==> src/rtl/mem_access_arbiter_pkg.sv <==
// Shared control-unit codes: arbiter state encodings, grant identities,
// the access direction/size codes shared with the datapath, and the bus-error fill word.
package mem_access_arbiter_pkg;

    localparam logic [1:0] ST_IDLE    = 2'd0;
    localparam logic [1:0] ST_ACCESS  = 2'd1;
    localparam logic [1:0] ST_RELEASE = 2'd2;

    typedef enum logic {
        GRANT_FETCH = 1'b0,
        GRANT_DATA  = 1'b1
    } grant_e;

    localparam logic RW_READ   = 1'b0;
    localparam logic RW_WRITE  = 1'b1;
    localparam logic SIZE_WORD = 1'b0;
    localparam logic SIZE_BYTE = 1'b1;

    localparam logic [31:0] BUS_ERR_FILL = 32'hFFFF_FFFF;

endpackage

==> src/rtl/mem_access_arbiter_access_timeout_counter.sv <==
// Counts ACCESS cycles without MOC; o_expire flags the last cycle the access may
// still wait for memory before it is abandoned with a bus error.
module access_timeout_counter #(
    parameter int TIMEOUT_CYCLES = 15
) (
    input  logic i_clk,
    input  logic i_srst,
    input  logic i_clear,
    input  logic i_inc,
    output logic o_expire
);

    localparam int CNT_W = $clog2(TIMEOUT_CYCLES);
    localparam logic [CNT_W-1:0] LAST_COUNT = CNT_W'(TIMEOUT_CYCLES - 1);

    logic [CNT_W-1:0] r_count;

    always_ff @(posedge i_clk) begin
        if (i_srst || i_clear) begin
            r_count <= '0;
        end else if (i_inc) begin
            r_count <= r_count + CNT_W'(1);
        end
    end

    assign o_expire = (r_count == LAST_COUNT);

endmodule

==> src/rtl/mem_access_arbiter.sv <==
// Arbitrates the single memory port between instruction fetch and load/store,
// running each access through IDLE -> ACCESS -> RELEASE with an MFA/MOC handshake.
module mem_access_arbiter
    import mem_access_arbiter_pkg::*;
#(
    parameter int TIMEOUT_CYCLES = 15,
    parameter int ADDR_W         = 32
) (
    input  logic              CLK,
    input  logic              CLR,
    input  logic              fetch_req,
    input  logic [ADDR_W-1:0] fetch_addr,
    input  logic              data_req,
    input  logic [ADDR_W-1:0] data_addr,
    input  logic              data_rw,
    input  logic              data_byte,
    input  logic [31:0]       data_wdata,
    output logic              mem_mfa,
    output logic [ADDR_W-1:0] mem_addr,
    output logic              mem_rw,
    output logic              mem_byte,
    output logic [31:0]       mem_wdata,
    input  logic              mem_moc,
    input  logic [31:0]       mem_rdata,
    output logic              fetch_done,
    output logic              data_done,
    output logic [31:0]       rdata,
    output logic              bus_error,
    output logic              busy
);

    logic [1:0]        r_state;
    grant_e            r_last_grant;
    logic              r_mfa;
    logic [ADDR_W-1:0] r_addr;
    logic              r_rw;
    logic              r_byte;
    logic [31:0]       r_wdata;
    logic [31:0]       r_rdata;
    logic              r_fetch_done;
    logic              r_data_done;
    logic              r_bus_error;

    logic   w_any_req;
    grant_e w_grant;
    logic   w_expire;
    logic   w_cnt_clear;
    logic   w_cnt_inc;

    // On contention the requester that did not win last time goes next.
    assign w_any_req = fetch_req | data_req;
    assign w_grant   = (fetch_req && data_req) ?
                       ((r_last_grant == GRANT_DATA) ? GRANT_FETCH : GRANT_DATA) :
                       (data_req ? GRANT_DATA : GRANT_FETCH);

    assign w_cnt_clear = (r_state == ST_RELEASE);
    assign w_cnt_inc   = (r_state == ST_ACCESS) && !mem_moc;

    access_timeout_counter #(
        .TIMEOUT_CYCLES (TIMEOUT_CYCLES)
    ) u_timeout (
        .i_clk    (CLK),
        .i_srst   (CLR),
        .i_clear  (w_cnt_clear),
        .i_inc    (w_cnt_inc),
        .o_expire (w_expire)
    );

    always_ff @(posedge CLK) begin
        if (CLR) begin
            r_state      <= ST_IDLE;
            r_last_grant <= GRANT_DATA;
            r_mfa        <= 1'b0;
            r_addr       <= '0;
            r_rw         <= RW_READ;
            r_byte       <= SIZE_WORD;
            r_wdata      <= '0;
            r_rdata      <= '0;
            r_fetch_done <= 1'b0;
            r_data_done  <= 1'b0;
            r_bus_error  <= 1'b0;
        end else begin
            r_fetch_done <= 1'b0;
            r_data_done  <= 1'b0;
            r_bus_error  <= 1'b0;
            case (r_state)
                ST_IDLE: begin
                    if (w_any_req) begin
                        r_state      <= ST_ACCESS;
                        r_mfa        <= 1'b1;
                        r_last_grant <= w_grant;
                        if (w_grant == GRANT_DATA) begin
                            r_addr  <= data_addr;
                            r_rw    <= data_rw ? RW_WRITE : RW_READ;
                            r_byte  <= data_byte ? SIZE_BYTE : SIZE_WORD;
                            r_wdata <= data_wdata;
                        end else begin
                            // Fetch is always a word read; store data is left alone.
                            r_addr <= fetch_addr;
                            r_rw   <= RW_READ;
                            r_byte <= SIZE_WORD;
                        end
                    end
                end
                ST_ACCESS: begin
                    if (mem_moc || w_expire) begin
                        r_state      <= ST_RELEASE;
                        r_mfa        <= 1'b0;
                        r_fetch_done <= (r_last_grant == GRANT_FETCH);
                        r_data_done  <= (r_last_grant == GRANT_DATA);
                        // MOC on the expiry cycle still counts as a normal completion.
                        if (mem_moc) begin
                            if (r_rw == RW_READ) begin
                                r_rdata <= mem_rdata;
                            end
                        end else begin
                            r_rdata     <= BUS_ERR_FILL;
                            r_bus_error <= 1'b1;
                        end
                    end
                end
                ST_RELEASE: begin
                    r_state <= ST_IDLE;
                end
                default: begin
                    r_state <= ST_IDLE;
                end
            endcase
        end
    end

    assign mem_mfa    = r_mfa;
    assign mem_addr   = r_addr;
    assign mem_rw     = r_rw;
    assign mem_byte   = r_byte;
    assign mem_wdata  = r_wdata;
    assign fetch_done = r_fetch_done;
    assign data_done  = r_data_done;
    assign rdata      = r_rdata;
    assign bus_error  = r_bus_error;
    assign busy       = (r_state != ST_IDLE);

endmodule
==> config.mk <==
export PLATFORM = sky130hd
export DESIGN_NAME = mem_access_arbiter
export DESIGN_NICKNAME = d
export VERILOG_FILES = /design/src/rtl/mem_access_arbiter_pkg.sv /design/src/rtl/mem_access_arbiter_access_timeout_counter.sv /design/src/rtl/mem_access_arbiter.sv
export SDC_FILE = /design/constraint.sdc
export NUM_CORES = 1
export LEC_CHECK = 0
export ABC_AREA = 1
export CAP_MARGIN = 20
export CORE_MARGIN = 8
export CORE_UTILIZATION = 40
export DETAILED_ROUTE_END_ITERATION = 6
export PLACE_DENSITY = 0.81
export SLEW_MARGIN = 20
export SYNTH_ARGS = -nofsm -noshare
export SYNTH_HDL_FRONTEND = slang
export SYNTH_SLANG_ARGS = --single-unit
export TNS_END_PERCENT = 30
==> constraint.sdc <==
create_clock -name CLK -period 2 [get_ports CLK]
set_clock_uncertainty 0.1 [all_clocks]
set_input_delay 0.4 -clock CLK [delete_from_list [all_inputs] [get_ports CLK]]
set_output_delay 0.4 -clock CLK [all_outputs]
set_load 0.01 [all_outputs]
==> run summary, run 1 <==
Flow results.

- The count of final max-slew check failures is 0.
- The flow ran to the end, and the final reports show no timing, DRC or antenna violations.
- The area share of the largest cell type after synthesis is 46.6%.
- The delay of the slowest cell on the worst path is 570 ps.
- The total power is 5710 uW.
- The total count of hold-check failures in the final report is 0.
- In this run the worst path has a maximum fanout of 3.
- The post-DP HPWL is 11.6 mm.
- The count of nets after finishing is 1,058.
- The source of the worst hold timing path is rdata[5].
- After routing, the total negative slack on setup checks comes to 0 ps.
- The main flop type after synthesis is sky130_fd_sc_hd__dfxtp_1.
- Buffers added to address setup during post-CTS repair amount to 0.
- Dividing the detail-routed wire length by the instance count gives 14.5 um.
- The setup-violating endpoint count in the final report is 0.
- The buffer depth of the longest clock path is 2.
- According to the timing report, the arrival time at the worst endpoint equals 1440 ps.
- The violation count after the first detailed-route iteration is 330.
- The core area is 11,400 um^2.
- The cell type contributing the most total cell area after synthesis is sky130_fd_sc_hd__dfxtp_1.
- In this run the remaining antenna-violating nets after routing total 0.
- In the Yosys stats the netlist draws on 20 distinct library cells.
- Detailed routing placed a total of 1.58 mm of wire on met3.
- Leaving out fill and tap cells, the most frequent cells in the layout are sky130_fd_sc_hd__nor2_1 (261), sky130_fd_sc_hd__clkdlybuf4s50_1 (237), sky130_fd_sc_hd__nand2_1 (116), sky130_fd_sc_hd__dfxtp_1 (109), sky130_fd_sc_hd__inv_1 (42).
- The launch point of the worst path is r_state[0].
- Power attributed to combinational cells is 1450 uW.
- At the placement stage, the worst setup path has a slack of 155 ps.
- Setup repair after global routing left no endpoint under its margin.
- The tightest hold path in the finished design has a slack of 369 ps.
- The post-route cell area is 7510 um^2.
- Global routing consumed, over all layers together, 19.6% of the routing resources.
- The final cell count without fillers is 1,069.
- The pin closest to its max-slew limit shows a slew of 518 ps.
- After synthesis, the cell types taking the most area are sky130_fd_sc_hd__dfxtp_1 (47%), sky130_fd_sc_hd__nor2_1 (21%), sky130_fd_sc_hd__nand2_1 (9.3%).
- The sequential fraction of design power is 43.2%.
- The worst setup path is launched from a flip-flop.
- The flop count is 109.
- The flow reports that the clock network draws 31.4% of the design power.
- The post-synth count of flops with an enable pin is 0.
- In this run, synthesis produced a sequential element count of 109.
- The routed layout reports a DRC error count of 0.
## run 1: kinds of logic after synthesis
family	synth area share, %
xor+xnor	0.187
compound gates	8.06
buf+inv	9.48
fa+ha+maj	0.534
flops	46.6
simple gates	35.2
## run 1: how the worst max path moves through the flow
stage / endpoint / slack (ps) / cells after the start
global placement: mem_wdata[14] / 180 / 7
detailed placement: u_timeout.r_count[2] / 150 / 5
floorplan: rdata[10] / 600 / 9
global route: busy / 2 / 3
CTS: busy / 30 / 3
finish: busy / 60 / 3
## run 1: flip-flops by register name, indices dropped and copies added, names as in the netlist
register,flops
r_last_grant,1
data_done,1
u_timeout.r_count,4
mem_wdata,32
mem_rw,1
mem_mfa,1
mem_addr,32
mem_byte,1
bus_error,1
r_state,2
fetch_done,1
rdata,32
==> run_1/final_clocks.png <==
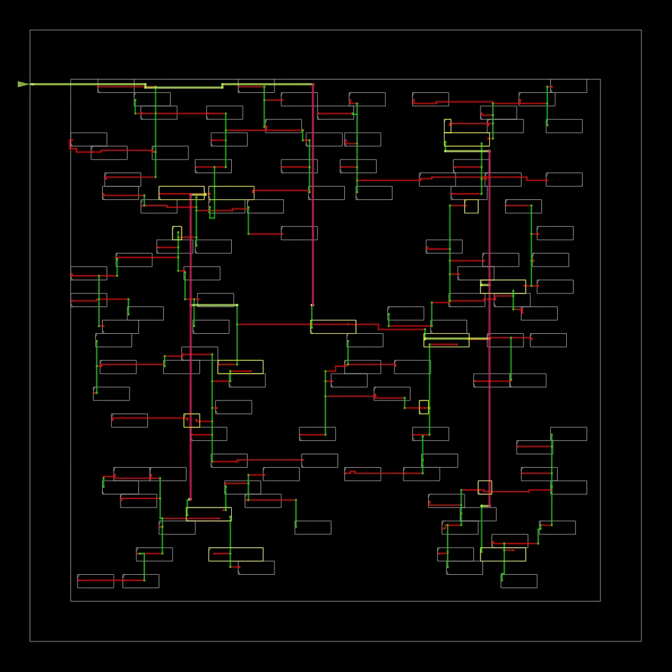
clk latency late pin: 350 ps
layout clock buffer count: 10
Clock Sink Count: 109

==> run_1/registers.png <==
Other sequential cells in the stronger grey, the rest of the logic in the fainter grey.
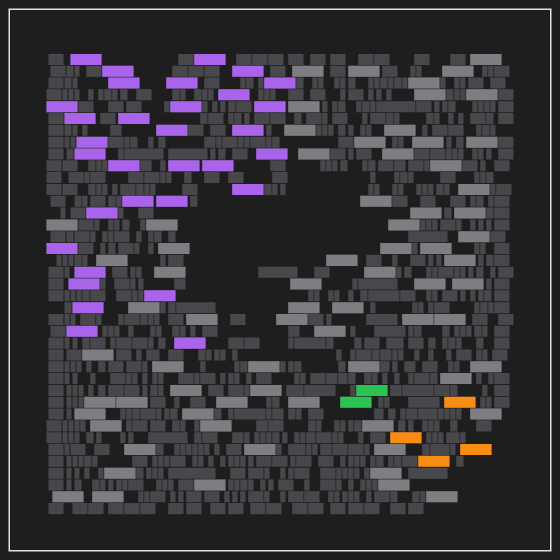
Key: green = r_state [sequential cells 2]; orange = u_timeout.r_count [sequential cells 4, where south-east]; purple = mem_wdata [sequential cells 32]
Another 71 sequential cells are not coloured.
Seq/total area: 29.0%
Seq group: 2470 uW
Final Core Density: 65.8%
area used by sequential logic in the layout: 2180 um^2

==> run_1/met1.png <==
Supply wires on this layer in grey.
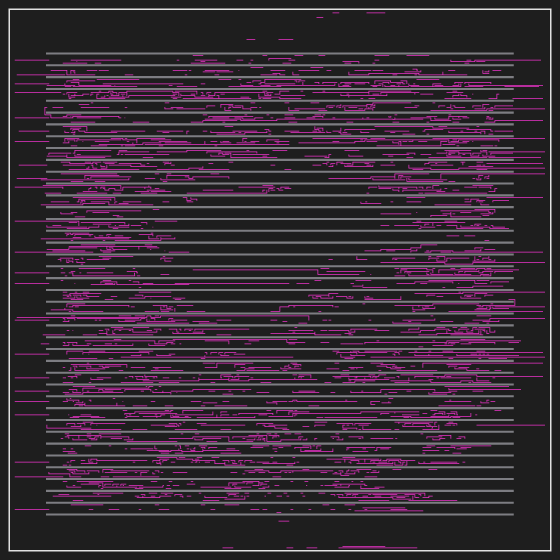
The wires run mostly horizontal. The layer carries 6,380 um of wire.
count of vias placed by the detailed router: 4,999
total routed wirelength: 15.5 mm
met1 Use GR: 21.2%

==> run 2: changes to the inputs <==
--- a/config.mk
+++ b/config.mk
@@ -11,6 +11,7 @@
 export CORE_UTILIZATION = 40
 export DETAILED_ROUTE_END_ITERATION = 6
 export PLACE_DENSITY = 0.81
+export SKIP_LAST_GASP = 1
 export SLEW_MARGIN = 20
 export SYNTH_ARGS = -nofsm -noshare
 export SYNTH_HDL_FRONTEND = slang
==> run 2 against run 1 <==
Compared with the run above: area after synthesis did not move; combinational power barely moved; via count did not move; setup slack is the same; final area is the same; worst hold slack unchanged; die area did not move; fmax did not move; critical path type unchanged; largest power group unchanged.
==> run summary, run 2 <==
Flow results.

- The count of nets after finishing is 1,058 (unchanged).
- The count of distinct cell types in the synthesized netlist is 20 (unchanged).
- The final cell count without fillers is 1,069 (unchanged).
- The violation count after the first detailed-route iteration is 330 (unchanged).
- The critical path in this run is classified as reg2out.
- The number of stages on the worst setup path is 3 (unchanged).
- The main area contributors are sky130_fd_sc_hd__dfxtp_1 (47%), sky130_fd_sc_hd__nor2_1 (21%), sky130_fd_sc_hd__nand2_1 (9.3%).
- The overall global routing resource usage is 19.6% (unchanged).
- Entering global routing, the biggest net connects 65 pins.
- The compound-gate portion of the synthesized area is 8.06% (unchanged).
- The flow ran to the end, and the final reports show no timing, DRC or antenna violations.
- The leakage power is 0.00334 uW.
- Per the synth stats, the proportion of register bits with asynchronous set or reset is 0%.
- The core area was 11,400 um^2 (unchanged).
- The element type at the critical path start is a flip-flop.
- The sum of routed wire length over all layers is 15.5 mm (unchanged).
- The count of flip-flops with a built-in enable after synthesis is 0 (unchanged).
- The number of post-CTS setup repair buffers came to 0 (unchanged).
- The accumulated negative setup slack is 0 ps (unchanged).
- The via count of the first global-routing pass is 4,841.
- In the layout the commonest cells are sky130_fd_sc_hd__nor2_1 (261), sky130_fd_sc_hd__clkdlybuf4s50_1 (237), sky130_fd_sc_hd__nand2_1 (116), sky130_fd_sc_hd__dfxtp_1 (109), sky130_fd_sc_hd__inv_1 (42).
- Setup repair after global routing left no endpoint under its margin.
- The required time at the worst endpoint is listed as 1500 ps.
- The source of the worst hold timing path is rdata[5].
- The die outline height is 124 um.
- The main power-consuming group is sequential cells.
- The worst-margin pin slew is 518 ps (unchanged).
- The first detailed-routing pass took 4 iterations.
- The count of final max-slew check failures is 0 (unchanged).
- Pin placement for this block handled 238 I/O pins.
- The sequential fraction of design power is 43.2% (about the same).
- The worst hold slack is 369 ps (unchanged).
- For hold timing, the worst endpoint is rdata[5].
- The cell area after placement is 7220 um^2.
- The main flop type after synthesis is sky130_fd_sc_hd__dfxtp_1.
- The report puts the cell count of the worst reg-to-reg path at 9.
- The part of the total power dissipated in the clock network is 31.4% (about the same).
- The cell type group with the largest total delay on the critical path is buffers and inverters.
- The clock network power is 1790 uW.
- The most instantiated logic cell after routing is sky130_fd_sc_hd__nor2_1.
- The setup-violating endpoint count in the final report is 0 (unchanged).
- The launch point of the worst path is r_state[0].
- The area fraction in full adders, half adders and majority gates is 0.534% (unchanged).
- The layout summary lists the proportion of cells stronger than drive strength 1 as 5.08%.
- The register-to-register setup slack is 460 ps.
- The simple logic cell fraction of the synthesized area was 35.2% (unchanged).
- The arrival time reported for the critical path endpoint was 1440 ps (about the same).
- The power in combinational cells is 1450 uW (about the same).
- The area added between synthesis and finish is 60.3%.
- The delay of the slowest cell on the worst path was 570 ps (about the same).
- The area fraction in mux cells is 0% (unchanged).
- The synthesis run identifies the leading combinational cell family as simple AND/OR/NAND/NOR gates.
- The total count of hold-check failures in the final report is 0 (unchanged).
- The post-DP HPWL is 11.6 mm (unchanged).
- The cell sequence reported for the critical path is nor2_2 -> inv_2 -> clkdlybuf4s50_1.
- The post-route cell area is 7510 um^2 (unchanged).
- The final antenna-violating net count came to 0 (unchanged).
- After layout, the minimum clock period comes to 1940 ps.
- The biggest area contributor in the post-synthesis netlist is sky130_fd_sc_hd__dfxtp_1.
- The final core utilization was 65.8% (unchanged).
- The mean routed wirelength per cell is 14.5 um (unchanged).
- The worst-path maximum fanout is 3 (unchanged).
- During synthesis, Yosys emitted a total of 0 warnings.
- According to the timing report, the critical path is captured at busy.
- The insertion delay to the later sink of the worst-skew pair is 350 ps (about the same).
- Switching power as a fraction of the total was reported as 27.8%.
- The area of all sequential standard cells is 2180 um^2 (unchanged).
- The worst hold path stage count is 2.
- The total DRC errors in the routed layout is 0 (unchanged).
- The synthesized-area fraction occupied by xor and xnor cells is 0.187% (unchanged).
- The worst min-delay path category is reg2reg.
- The power drawn by the sequential cells was 2470 uW (about the same).
- The overall overflow remaining after global route is 0.
- The buffer depth of the longest clock path is 2 (unchanged).
- The total number of vias is 4,999 (unchanged).
- The first-pass GRT wire length is 24.8 mm.
- The chip occupies 15,400 um^2.
- Timing would allow up to 515 MHz.
- The final antenna diode tally reported by the flow is 0.
- The area share of the largest cell type after synthesis came to 46.6% (unchanged).
- The number of flip-flops and latches in the synthesized netlist came to 109 (unchanged).
- The number of clock sinks is 109 (unchanged).
run 2: layout make-up:
| class | count | area share (%) |
|---|---|---|
| Tap cell | 143 | 2.38 |
| Inverter | 47 | 2.36 |
| Clock inverter | 6 | 0.849 |
| Clock buffer | 10 | 3.05 |
| Sequential cell | 109 | 29.0 |
| Multi-Input combinational cell | 497 | 27.4 |
| Timing Repair Buffer | 257 | 34.9 |
run 2: metrics by stage:
step | setup WS, ps | total power [uW]
after floorplan | 599 | 3150
after global placement | 176 | 3950
after detailed placement | 155 | 3970
after CTS | 30.2 | 5760
after global routing | 1.53 | 5990
final | 59.5 | 5710
run 2: routing by layer:
layer,vias up,track usage (%),routed length [um]
met5,-,0,0
met4,0,7.87,316
met3,17,9.11,1580
met2,179,32.3,7220
met1,2223,21.2,6380
li1,2580,-,-
==> run_2/final_clocks.png <==
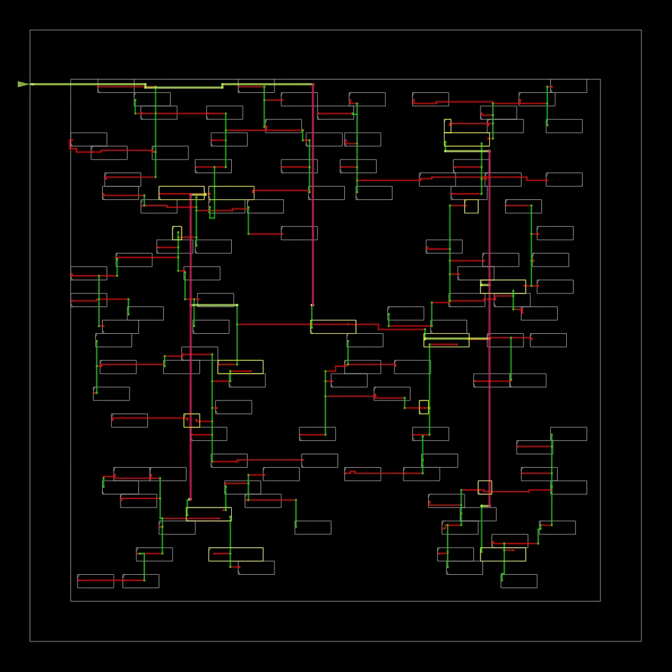
number of buffers inserted during clock tree synthesis: 9
number of flip-flops and latches: 109

==> run_2/met1.png <==
Supply wires on this layer in grey.
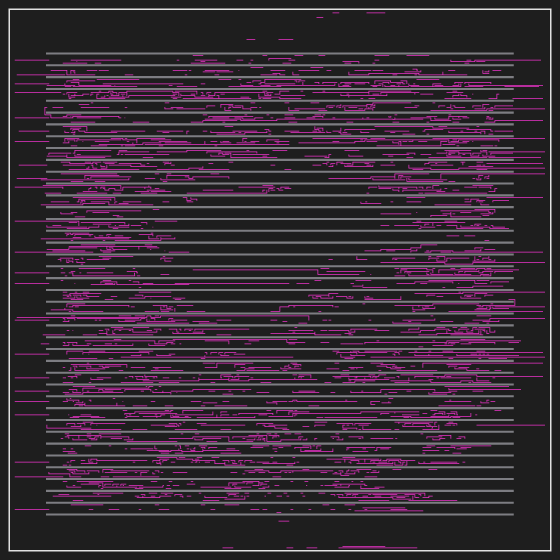
The wires run mostly horizontal. The layer carries 6,380 um of wire. 949 nets have wire on it.

==> run 3: changes to the inputs <==
--- a/config.mk
+++ b/config.mk
@@ -7,6 +7,7 @@
 export LEC_CHECK = 0
 export ABC_AREA = 1
 export CAP_MARGIN = 20
+export CORE_ASPECT_RATIO = 0.7
 export CORE_MARGIN = 8
 export CORE_UTILIZATION = 40
 export DETAILED_ROUTE_END_ITERATION = 6
==> run 3 against run 2 <==
Compared with the run above: non-clock buffer count is 4 lower; via count is 2.5% lower; area after synthesis stayed put; register-to-register slack worse by 170 ps; total power is 3.3% lower; sequential power hardly changed; final cell count is 0.75% higher; critical path depth is 2 lower; largest cell class unchanged; highest routed layer unchanged.
==> run summary, run 3 <==
Flow results.

- The net switching fraction of the power came to 27.5% (-0.32 points).
- The area-dominant cell class after layout is non-clock buffers.
- The number of buffers created by CTS was 9 (unchanged).
- The final antenna-violating net count came to 0 (unchanged).
- In this run the most critical hold path is launched from r_last_grant.
- The number of clock sinks is 109 (unchanged).
- The clock network power is 1630 uW (-9%).
- The leakage power is 0.00332 uW (-0.63%).
- Between the synthesized netlist and the finished layout, the area growth was recorded as 59.3%.
- Leaving out fill and tap cells, the most frequent cell in the layout is sky130_fd_sc_hd__nor2_1.
- The cell type contributing the most total cell area after synthesis is sky130_fd_sc_hd__dfxtp_1.
- The insertion delay to the later sink of the worst-skew pair is 330 ps (-20 ps).
- The worst-path maximum fanout is 3 (unchanged).
- The worst path setup slack after routing came to 226 ps (+167 ps).
- The number of flip-flops and latches in the synthesized netlist is 109 (unchanged).
- Setup repair after global routing left no endpoint under its margin.
- The final cell count without fillers came to 1,077 (+0.75%).
- The power in combinational cells is 1420 uW (about the same).
- The pin count of the biggest net entering global routing was 66 (+1.5%).
- The total count of hold-check failures in the final report is 0 (unchanged).
- The number of top-level pins is 238 (unchanged).
- The register-to-register setup slack is 290 ps (-170 ps).
- The buffer depth of the longest clock path was 2 (unchanged).
- The sequential fraction of design power is 44.7% (+1.5 points).
- The element type at the critical path start is a flip-flop.
- The worst hold path stage count is 1 (-1).
- The count of synthesis-stage warnings from yosys came to 0 (unchanged).
- The number of clock buffers in the layout was 11 (+1).
- The count of nets after finishing came to 1,054 (-0.38%).
- The total DRC errors in the routed layout is 0 (unchanged).
- The mean routed wirelength per cell was 13.9 um (-4.0%).
- The area fraction in mux cells came to 0% (unchanged).
- The sum of routed wire length over all layers is 15.0 mm (-3.2%).
- The count of distinct cell types in the synthesized netlist was 20 (unchanged).
- Per STA, the worst path is made up of clkdlybuf4s50_1.
- The detailed-routing iteration count for the pre-antenna-repair pass is 4 (unchanged).
- The area enclosed by the die boundary is 15,500 um^2 (+0.36%).
- The number of post-CTS setup repair buffers is 0 (unchanged).
- The flop count was 109 (unchanged).
- The run finished with clean final reports.
- The pre-CTS setup slack is 35.7 ps (-119 ps).
- The proportion of cell area spent on the clock network was 3.57% (-0.33 points).
- The part of the total power dissipated in the clock network is 29.6% (-1.8 points).
- The count of plain and timing-repair buffers in the layout is 253 (-1.6%).
- The fraction of final layout cells with drive strength greater than 1 is 4.46% (-0.62 points).
- The main power-consuming group is sequential cells.
- The worst hold endpoint is fetch_done.
- The count of final max-slew check failures is 0 (unchanged).
- The delay of the slowest cell on the worst path is 570 ps (about the same).
- The via count of the first global-routing pass was 4,670 (-3.5%).
- The fraction of area in registers is 29.2% (+0.19 points).
- The most used routing layer in global routing is met2.
- Among all flip-flop cells after synthesis, the most frequent one is sky130_fd_sc_hd__dfxtp_1.
- The met1 track demand over resource is 22.4% (+1.2 points).
- The overall global routing resource usage is 19.0% (-0.60 points).
- The cell depth of the worst flop-to-flop path is 9 (unchanged).
- The antenna diode count is 0 (unchanged).
- The arrival time reported for the critical path endpoint came to 1270 ps (-170 ps).
- Broken down by cell family, the worst path's largest delay share belongs to buffers and inverters.
run 3: cell counts after synthesis:
No cell type changed its count.
run 3: per-layer routing:
| layer | vias to the layer above | share of wire [%] |
|---|---|---|
| met2 | 163 | 46 |
| met1 | 2132 | 42 |
| met5 | - | 0 |
| li1 | 2565 | - |
| met3 | 16 | 10 |
| met4 | 0 | 1.5 |
run 3: kinds of logic after synthesis:
group / count (synthesis)
simple gates: 419
flops: 109
buf+inv: 89
compound gates: 75
fa+ha+maj: 2
xor+xnor: 1
run 3: metrics by stage:
step           hold slack, ps  instance area (um^2)
2_1_floorplan             311                  4690
3_3_place_gp              330                  7200
3_5_place_dp              341                  7200
4_1_cts                   353                  7460
5_1_grt                   384                  7470
6_report                  350                  7470
==> run_3/met1.png <==
Supply wires on this layer in grey.
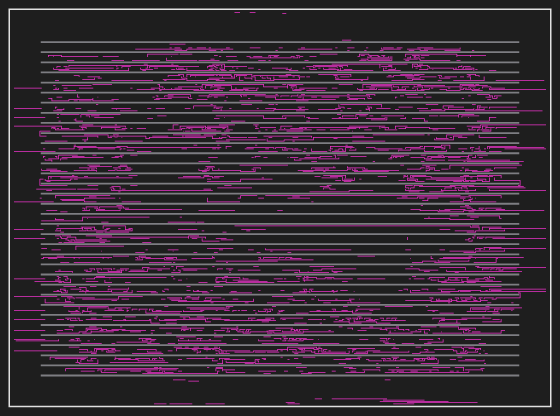
The wires run mostly horizontal. The longest straight run is 63.5 um. 928 nets have wire on it. The layer holds 42% of the routed length.

==> run_3/pdn.png <==
Pins as bars on the die edge.
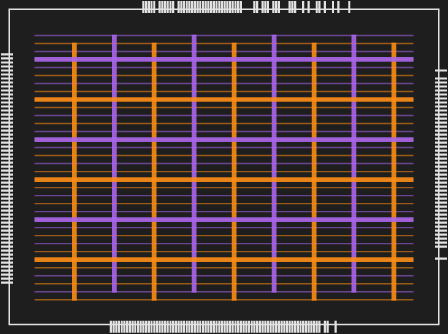
Key: purple = VDD; orange = VSS
9 straps on met4. 34 met1 rails follow the rows. The core has 33 rows. 6 straps on met5.
placeable core area: 11,600 um^2
vertical die dimension: 107 um
maximum vdd ir drop: 442 uV
Die Width: 145 um

Power is estimated from default activity; no workload was simulated.
